==> config.mk <==
export PLATFORM = sky130hd
export DESIGN_NAME = i2s_slave_xcvr
export DESIGN_NICKNAME = d
export VERILOG_FILES = /design/src/rtl/i2s_slave_xcvr_pkg.sv /design/src/rtl/i2s_slave_xcvr_edge_det.sv /design/src/rtl/i2s_slave_xcvr.sv
export SDC_FILE = /design/constraint.sdc
export NUM_CORES = 1
export LEC_CHECK = 0
export ABC_CLOCK_PERIOD_IN_PS = 2350
export CAP_MARGIN = 10
export CORE_MARGIN = 2
export CORE_UTILIZATION = 25
export DETAILED_ROUTE_END_ITERATION = 10
export SLEW_MARGIN = 15
export SYNTH_ARGS = -nofsm -noshare
export SYNTH_HDL_FRONTEND = slang
export SYNTH_SLANG_ARGS = --single-unit
==> constraint.sdc <==
create_clock -name audio_clk -period 2.35 [get_ports audio_clk]
set_input_delay 0.47 -clock audio_clk [delete_from_list [all_inputs] [get_ports audio_clk]]
set_output_delay 0.47 -clock audio_clk [all_outputs]
set_load 0.005 [all_outputs]
==> src/rtl/i2s_slave_xcvr_pkg.sv <==
// Shared types and constants for the I2S slave transceiver.
// Holds the RX state encoding, the channel encoding and the two framing delays.
package i2s_slave_xcvr_pkg;

    typedef enum logic [1:0] {
        StIdle,
        StSkip,
        StShift,
        StWait
    } rx_state_e;

    localparam logic CH_LEFT  = 1'b0;
    localparam logic CH_RIGHT = 1'b1;

    localparam int unsigned I2S_DELAY = 1;
    localparam int unsigned LJ_DELAY  = 0;

endpackage

==> src/rtl/i2s_slave_xcvr_edge_det.sv <==
// Registers BCLK and LRCLK once and flags their edges.
// The edge flags are high for exactly one audio_clk cycle after the input changes.
module i2s_edge_det
    import i2s_slave_xcvr_pkg::*;
(
    input  logic clk,
    input  logic reset,
    input  logic bclk,
    input  logic lrclk,
    output logic rise,
    output logic fall,
    output logic lr_edge
);

    logic bclk_d;
    logic lrclk_d;

    always_ff @(posedge clk) begin
        if (reset) begin
            bclk_d  <= 1'b0;
            lrclk_d <= 1'b0;
        end else begin
            bclk_d  <= bclk;
            lrclk_d <= lrclk;
        end
    end

    assign rise    = bclk & ~bclk_d;
    assign fall    = ~bclk & bclk_d;
    assign lr_edge = lrclk ^ lrclk_d;

endmodule

==> src/rtl/i2s_slave_xcvr.sv <==
// Codec-side I2S / left-justified transceiver running on audio_clk.
// Deserialises DAC_SDATA into left/right playback words and serialises record words on ADC_SDATA.
module i2s_slave_xcvr
    import i2s_slave_xcvr_pkg::*;
#(
    parameter int unsigned N     = 24,
    parameter int unsigned DELAY = 1,
    parameter int unsigned CNTW  = 6
) (
    input  logic         audio_clk,
    input  logic         reset,
    input  logic         BCLK,
    input  logic         LRCLK,
    input  logic         DAC_SDATA,
    input  logic [N-1:0] LeftAdcData,
    input  logic [N-1:0] RightAdcData,
    output logic         ADC_SDATA,
    output logic [N-1:0] LeftDacData,
    output logic [N-1:0] RightDacData,
    output logic         DacValid,
    output logic         DacIsRight,
    output logic         FrameErr,
    output logic         Locked
);

    localparam logic [CNTW-1:0] SKIP_END = CNTW'(DELAY);
    localparam logic [CNTW-1:0] WORD_END = CNTW'(DELAY + N);
    localparam logic [CNTW-1:0] CNT_MAX  = '1;
    localparam logic [CNTW-1:0] CNT_ONE  = CNTW'(1);

    logic rise;
    logic fall;
    logic lr_edge;

    i2s_edge_det u_edge_det (
        .clk     (audio_clk),
        .reset   (reset),
        .bclk    (BCLK),
        .lrclk   (LRCLK),
        .rise    (rise),
        .fall    (fall),
        .lr_edge (lr_edge)
    );

    // ---------------- RX ----------------
    rx_state_e       state;
    logic [CNTW-1:0] rise_cnt;
    logic [CNTW-1:0] rise_cnt_inc;
    logic [N-1:0]    rx_sr;
    logic            rx_ch;
    logic            wr_pend;

    always_comb begin
        rise_cnt_inc = rise_cnt;
        if (rise_cnt != CNT_MAX) begin
            rise_cnt_inc = rise_cnt + CNT_ONE;
        end
    end

    always_ff @(posedge audio_clk) begin
        if (reset) begin
            state        <= StIdle;
            rise_cnt     <= '0;
            rx_sr        <= '0;
            rx_ch        <= CH_LEFT;
            wr_pend      <= 1'b0;
            LeftDacData  <= '0;
            RightDacData <= '0;
            DacValid     <= 1'b0;
            DacIsRight   <= 1'b0;
            FrameErr     <= 1'b0;
            Locked       <= 1'b0;
        end else begin
            DacValid <= 1'b0;
            FrameErr <= 1'b0;

            // Completion write uses the pre-edge rx_sr/rx_ch even if a new half-frame starts now.
            if (wr_pend) begin
                wr_pend    <= 1'b0;
                DacValid   <= 1'b1;
                DacIsRight <= rx_ch;
                if (rx_ch == CH_RIGHT) begin
                    RightDacData <= rx_sr;
                end else begin
                    LeftDacData <= rx_sr;
                end
            end

            if (lr_edge) begin
                if (state == StSkip || state == StShift) begin
                    FrameErr <= 1'b1;
                end
                Locked   <= 1'b1;
                rise_cnt <= '0;
                rx_sr    <= '0;
                rx_ch    <= LRCLK;
                if (DELAY == 0) begin
                    state <= StShift;
                end else begin
                    state <= StSkip;
                end
            end else if (rise) begin
                rise_cnt <= rise_cnt_inc;
                case (state)
                    StSkip: begin
                        if (rise_cnt_inc == SKIP_END) begin
                            state <= StShift;
                        end
                    end
                    StShift: begin
                        rx_sr <= {rx_sr[N-2:0], DAC_SDATA};
                        if (rise_cnt_inc == WORD_END) begin
                            state   <= StWait;
                            wr_pend <= 1'b1;
                        end
                    end
                    default: ;
                endcase
            end
        end
    end

    // ---------------- TX ----------------
    logic [N-1:0]    tx_sr;
    logic [N-1:0]    tx_word;
    logic [CNTW-1:0] fall_cnt;
    logic [CNTW-1:0] fall_cnt_inc;

    always_comb begin
        tx_word      = (LRCLK == CH_RIGHT) ? RightAdcData : LeftAdcData;
        fall_cnt_inc = fall_cnt;
        if (fall_cnt != CNT_MAX) begin
            fall_cnt_inc = fall_cnt + CNT_ONE;
        end
    end

    // The lrEdge cycle is fall index 0, so the counter resumes at 1 on the next fall.
    always_ff @(posedge audio_clk) begin
        if (reset) begin
            tx_sr     <= '0;
            fall_cnt  <= '0;
            ADC_SDATA <= 1'b0;
        end else if (lr_edge) begin
            fall_cnt <= CNT_ONE;
            if (DELAY == 0) begin
                ADC_SDATA <= tx_word[N-1];
                tx_sr     <= {tx_word[N-2:0], 1'b0};
            end else begin
                ADC_SDATA <= 1'b0;
                tx_sr     <= tx_word;
            end
        end else if (fall && Locked) begin
            fall_cnt <= fall_cnt_inc;
            if (fall_cnt >= SKIP_END && fall_cnt < WORD_END) begin
                ADC_SDATA <= tx_sr[N-1];
                tx_sr     <= {tx_sr[N-2:0], 1'b0};
            end else begin
                ADC_SDATA <= 1'b0;
            end
        end
    end

endmodule

Run 1, cell sizes after repair:
Drawn at 2 px/µm.
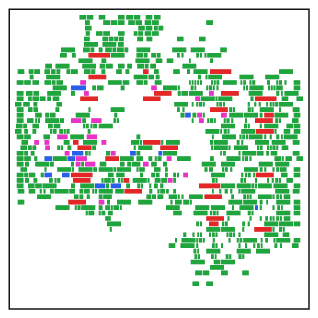
Red stands for drive 6 and up, cells 29, share 3.9%, most used clkbuf_16. Magenta stands for drive 3 to 4, cells 26, share 3.5%, most used buf_4. Green stands for drive 1 or less, cells 668, share 91%, most used nand2_1. Blue stands for drive 2, cells 12, share 1.6%, most used mux2_2.
final non-filler cell area: 7270 µm²
Buffers excl. clock: 121

Run 1, zoomed window:
Window x 50 to 100, y 79 to 129 µm. Cells in gray, sequential cells in the stronger gray; small squares are vias.
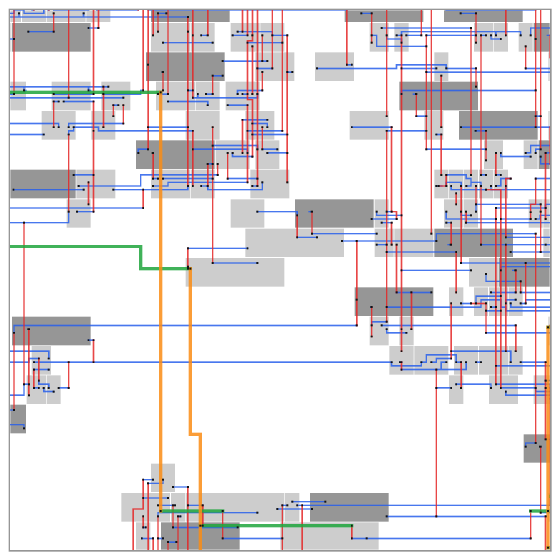
Blue stands for met1. Orange stands for met4. Red stands for met2. Green stands for met3.
Sequential cells in the window: 13. Netlist names of flops here include `tx_sr` (4), `LeftDacData` (3), `rx_sr` (2). 84 logic cells have their middle in the window. Most frequent: nand2_1 (21), dfxtp_1 (13), a21oi_1 (9).

Run 1, cell outlines without signal wires:
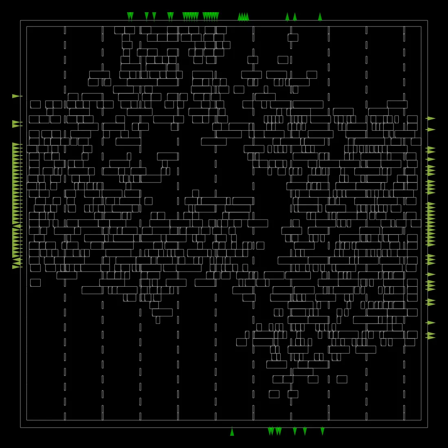
n_taps: 275
Core Util, Final: 0.349

==> run 1: Yosys cell counts (12+ instances only) <==
master      n
a211o_1    14
a211oi_1   16
a21oi_1    81
clkbuf_1   24
dfxtp_1   119
inv_1      12
mux2i_1    31
nand2_1   153
nand2b_1   22
nor2_1     21
nor2b_1    30
nor3_1     13
==> run 1: metal layers <==
| metal | wire, µm | track usage |
|---|---|---|
| met1 | 6530 | 0.163 |
| met3 | 641 | 0.0309 |
| met4 | 155 | 0.0471 |
| met5 | 0 | 0 |
| met2 | 5450 | 0.178 |
==> run 1: critical path, delay by kind of cell (launching register included) <==
kind                       cells  cell delay, ns
DFF                            1            0.42
muxes                          1            0.29
AOI/OAI and AO/OA              2            0.49
and+or+nand+nor                1            0.16
adders and majority gates      1            0.21
buffers and inverters          2            0.25
==> run 1: area by class of cell <==
class | instances | area (µm²)
multi-input cells | 451 | 2630
repair buffers | 121 | 1190
well taps | 275 | 344
clock buffers | 19 | 453
flip-flops and latches | 119 | 2380
fillers | 2170 | 13600
inverters | 12 | 45.0
clock inverters | 13 | 216
==> run 1: report_power, final <==
part           internal [W]  total [W]  switching (W)
combinational      0.000250   0.000462       0.000211
clock               0.00195    0.00293       0.000973
sequential          0.00207    0.00212      0.0000418
==> run 1: sequential cells by signal, summed over array words and instances, names as in the netlist, named ones only <==
signal              flops
rx_ch                   1
fall_cnt                6
rise_cnt                5
LeftDacData            24
DacIsRight              1
FrameErr                1
state                   2
u_edge_det.lrclk_d      1
DacValid                1
Locked                  1
ADC_SDATA               1
u_edge_det.bclk_d       1
wr_pend                 1
rx_sr                  24
RightDacData           24
tx_sr                  24
==> run 1: placed cells by master (no fill, tap or decap), drive strengths merged, types with 2 or more instances in the layout <==
master and count:
nand3 4, and3 2, clkdlybuf4s50 104, a211o 14, mux2 9, inv 15, o22ai 10, a21oi 82
xnor2 7, nor2b 30, a31oi 5, a211oi 16, a41oi 2, clkinv 5, nand2b 22, clkbuf 19
o21ai 3, mux2i 31, ha 7, nor2 21, nor3 13, nand2 153, bufinv 5, xor2 2
dfxtp 119, and2 3, buf 17
==> run 1: stage by stage <==
stage	instances	hold slack (ns)	setup slack, ns
3_5_place_dp	978	0.448	0.231
5_1_grt	1010	0.455	0.325
3_3_place_gp	978	0.443	0.239
4_1_cts	1010	0.413	0.396
6_report	1010	0.432	0.408
2_1_floorplan	628	0.443	0.553
==> run 1: cells by family (layout without fill, tap and decap cells) <==
family | count (synthesis) | count (layout) | share of synthesized area
flip-flops | 119 | 119 | 0.452
buffers and inverters | 58 | 165 | 0.0490
AND-OR/OR-AND | 138 | 138 | 0.161
multiplexers | 40 | 40 | 0.0817
adder cells (fa/ha/maj) | 7 | 7 | 0.0166
XOR/XNOR | 9 | 9 | 0.0164
AND/OR/NAND/NOR | 257 | 257 | 0.222
==> run 1: path summary, 6_finish.rpt <==
kind	end	cells after the start	slack [ns]
max	tx_sr[19]	7	0.41
min	state[0]	4	0.43
max reg2reg	tx_sr[19]	7	0.41
min reg2reg	RightDacData[21]	2	0.45
==> results_dict.tcl, run 1 <==
# implementation run metrics
set metrics [dict create \
    status "finished clean" \
    cp-end-kind "flip-flop" \
    max_freq_mhz 515 \
    grt_pass1_vias 4204 \
    syn-cell-area_um2 5270 \
    drtPass1Iterations 5 \
    place_area_um2 6600 \
    synth_area_per_cell_um2 8.38 \
    maxCapViolations 0 \
    cts_sinks 119 \
    setup_viol 0 \
    slew_violations 0 \
    root_buffer "clkbuf_16" \
    die_x_um 149 \
    finalClockSkew_ns 0.00614 \
    vias 4488 \
    edf_count 0 \
    drive_gt1_frac 0.0912 \
    ctsHoldBuffers 0 \
    cp.required_ns 2.65 \
    area_delta_synth_final_pct 38.0 \
    worstReg2RegStart "fall_cnt[0]" \
    post_cts_buffers 0 \
    ys.flops 119 \
    synth_nets 688 \
    port_buffers 105 \
    max-slew-margin-rel 0.606 \
    top_area_frac 0.452 \
    yosys_cells 628 \
    p_leak_nw 2.55 \
    grt_pass1_wl_mm 21.1 \
    ant_nets 0 \
    dieHeight_um 149 \
    syn_inst 628 \
    totalPowerFinal_w 0.00550 \
    clock_latency_ns 0.41 \
    setup.worst_path.start_class "flip-flop" \
    min_path_type "in -> reg" \
    ioPinCount 106 \
    synth_cell_types 46 \
    max_stage_delay_ns 0.42 \
    rsz0062_at_grt "false" \
    vias_per_cell 4.44 \
    ir_drop_mv 0.481 \
    async_reset_ff_frac 0 \
    worstPathArrival_ns 2.24 \
    crit_chain "inv_1, ha_1, nor4b_2, a221oi_2, a21oi_4, buf_12, mux2_4" \
    cts_tree "done" \
    topCellsByArea "dfxtp_1 (45%), nand2_1 (11%), a21oi_1 (7.7%)" \
    p_per_area_nw_per_um2 757 \
    finalCriticalPeriod_ns 1.94 \
    gp_congestion 0.777 \
    yosys_warnings 0 \
    wl_per_cell_um 12.7 \
    dieArea_um2 22200 \
    cts_max_path_buffers 2 \
    grt-ovfl-total 0 \
    fp_util 0.253 \
]
Run 1, supply network:
Drawn at 3 px/µm. Pins as bars on the die edge.
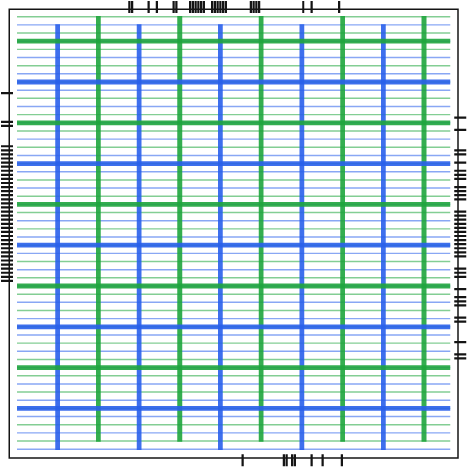

==> run 2, diff against run 1 <==
Settings changed: ABC_CLOCK_PERIOD_IN_PS 2350 to 1700.
Clock period 2.35 ns to 1.7 ns, I/O delays scaled along.
Run 2, supply network:
Drawn at 3 px/µm. Pins as bars on the die edge.
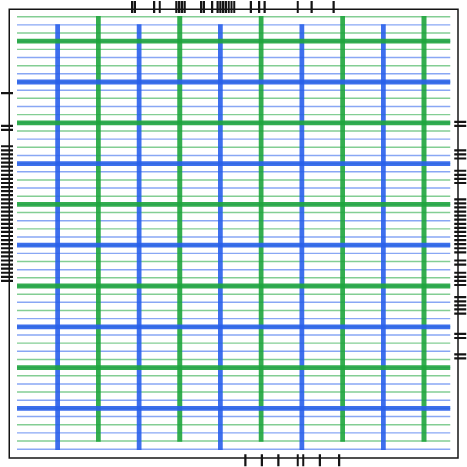
Blue stands for VSS. Green stands for VDD.
10 straps on met4. 106 signal pins sit on the boundary. The core has 53 rows.

Run 2, cell sizes after repair:
Drawn at 2 px/µm.
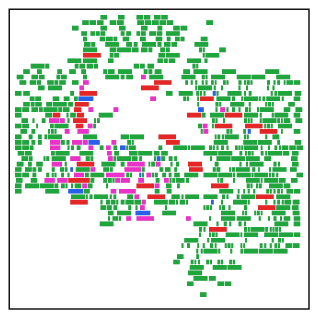
Magenta stands for drive 3 to 4, cells 48, share 6.4%, most used buf_4. Green stands for drive 1 or less, cells 663, share 88%, most used nand2_1. Blue stands for drive 2, cells 12, share 1.6%, most used clkinv_2. Red stands for drive 6 and up, cells 29, share 3.9%, most used clkbuf_16.

Run 2, cell outlines without signal wires:
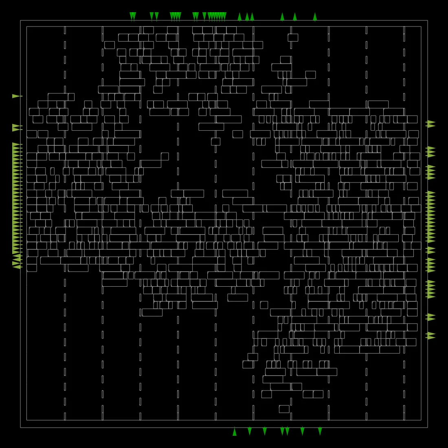
fin cells: 1027
fillers: 2184
seq_cells: 119
# rows: 53

==> results_dict.tcl, run 2 <==
# implementation run metrics
set metrics [dict create \
    status "complete, but fails checks" \
    violations "negative setup slack" \
    port_buffers 105 \
    max_freq_mhz 561 \
    area_delta_synth_final_pct 40.9 \
    topCellsByArea "dfxtp_1 (45%), nand2_1 (11%), a21oi_1 (7.7%)" \
    grt_max_degree 47 \
    setup.worst_path.start_class "flip-flop" \
    syn_inst 628 \
    die_x_um 149 \
    min_path_type "in -> reg" \
    r2r_slack_ns -0.08 \
    synth-seq-area-share 0.452 \
    maxCapViolations 0 \
    fin_ws_ns -0.0819 \
    top_area_frac 0.452 \
    ir_drop_mv 0.581 \
    slew_violations 0 \
    ff_type "dfxtp_1" \
    design.core.area_um2 20800 \
    finalCritPeriodShare 1.05 \
    tightest_slew_ns 0.488 \
    ys.flops 119 \
    ioPinCount 106 \
    yosys_warnings 0 \
    vias 4587 \
    ant_nets 0 \
    crit_fanout 5 \
    p_leak_nw 2.61 \
    finalCriticalPeriod_ns 1.78 \
    worstPathArrival_ns 2.08 \
    root_buffer "clkbuf_16" \
    wl_per_cell_um 12.6 \
    cp.required_ns 2.00 \
    clock_latency_ns 0.41 \
    vias_per_cell 4.47 \
    criticalPathCategory "reg -> reg" \
    syn-cell-area_um2 5270 \
    cts_sinks 119 \
    cp-end-kind "flip-flop" \
    antenna_found_initial 0 \
    cts_buffers 17 \
    cts_tree "done" \
    final_cell_mix "nand2_1 (153), dfxtp_1 (115), clkdlybuf4s50_1 (104)" \
    edf_count 0 \
    cp-startpoint "fall_cnt[0]" \
    grt_pass1_vias 4366 \
    ctsHoldBuffers 0 \
    dieHeight_um 149 \
    fin_util 0.356 \
    seq_area_um2 2390 \
    post-route-drc-count 0 \
    finalClockSkew_ns 0.00819 \
    rsz0062_at_grt "true" \
    grt_pass1_wl_mm 21.5 \
    yosys-top-cells-count "nand2_1 (153), dfxtp_1 (119), a21oi_1 (81)" \
    synth.most_common_cell "nand2_1" \
    ys_chip_area_um2 5270 \
    dieArea_um2 22200 \
    grt_usage 0.120 \
    synth_area_per_cell_um2 8.38 \
    synth_cell_types 46 \
    cts_max_path_buffers 2 \
    max-slew-margin-rel 0.674 \
    holdWs_ns 0.136 \
    top_area_cell "dfxtp_1" \
    log.warning_count 32 \
    comb_area_um2 2700 \
    worstReg2RegStart "fall_cnt[0]" \
    grt-ovfl-total 0 \
    p_per_area_nw_per_um2 934 \
    dr.first_iter.drc_count 191 \
    htreeDepth 4 \
    drtPass1Iterations 4 \
    async_reset_ff_frac 0 \
    gp_congestion 0.764 \
    synth_nets 688 \
    lay_top_count "nand2_1" \
    drive_gt1_frac 0.118 \
    setup_viol 8 \
    hp-start "reset" \
    fp_util 0.253 \
    yosys_cells 628 \
]
[run 2: cell counts after synthesis]
Identical to the previous run, type by type.
[run 2: cell families (layout without fill, tap and decap cells)]
logic type               after synthesis  in the layout  share of synthesized area
AND-OR/OR-AND                        138            138                      0.161
XOR/XNOR                               9              9                     0.0164
adder cells (fa/ha/maj)                7              7                     0.0166
buffers and inverters                 58            182                     0.0490
flip-flops                           119            119                      0.452
multiplexers                          40             40                     0.0817
AND/OR/NAND/NOR                      257            257                      0.222
[run 2: timing repair]
action,CTS,global route
gates cloned,1,0
pin swaps,4,3
resized,10,8
endpoints found under the setup margin,24,28
buffers inserted,2,0
[run 2: cell type report]
| type | count | area share |
|---|---|---|
| timing repair buffer | 138 | 0.189 |
| tap | 275 | 0.0464 |
| clock inverter | 12 | 0.0143 |
| inverter | 12 | 0.00641 |
| sequential | 119 | 0.322 |
| clock buffer | 20 | 0.0588 |
| multi-input combinational | 451 | 0.364 |
[run 2: metrics by stage]
step                      worst slack, ns  TNS (ns)  cell area, µm²  total power [W]  std cells
final                             -0.0819    -0.410            7420          0.00693       1027
after global routing               -0.144     -1.75            7420          0.00726       1027
after CTS                          -0.104     -2.15            7420          0.00705       1028
after detailed placement           -0.273     -9.93            6790          0.00367        994
after global placement             -0.244     -9.05            6790          0.00367        994
after floorplan                   0.00406         0            5280          0.00339        628
[run 2: path summary, 6_finish.rpt]
path / depth (start not counted) / to
max: 8 / tx_sr[16]
min: 2 / rx_ch
max reg2reg: 8 / tx_sr[16]
min reg2reg: 2 / LeftDacData[22]
[run 2: worst max-delay path: stages, from the launching register on]
cell and delay, ns:
dfxtp_4 0.36, inv_2 0.05, ha_4 0.16, nor4b_4 0.13
a221oi_4 0.30, a21oi_4 0.10, buf_6 0.14, buf_12 0.13
mux2_4 0.29
[run 2: per-layer routing]
| metal | share of wire | vias to the layer above | global-route usage |
|---|---|---|---|
| met4 | 0.0076 | 0 | 0.0357 |
| met2 | 0.46 | 111 | 0.190 |
| met1 | 0.48 | 2102 | 0.159 |
| met3 | 0.059 | 10 | 0.0370 |
| li1 | - | 2364 | - |
| met5 | 0 | - | 0 |
[run 2: power by group]
part	total, W	switching, W	leakage (nW)	internal [W]
clock	0.00329	0.00129	0.256	0.00200
combinational	0.000720	0.000313	1.39	0.000407
sequential	0.00292	0.0000550	0.966	0.00287
No activity file was given, so power comes from the tool's default toggle rates.
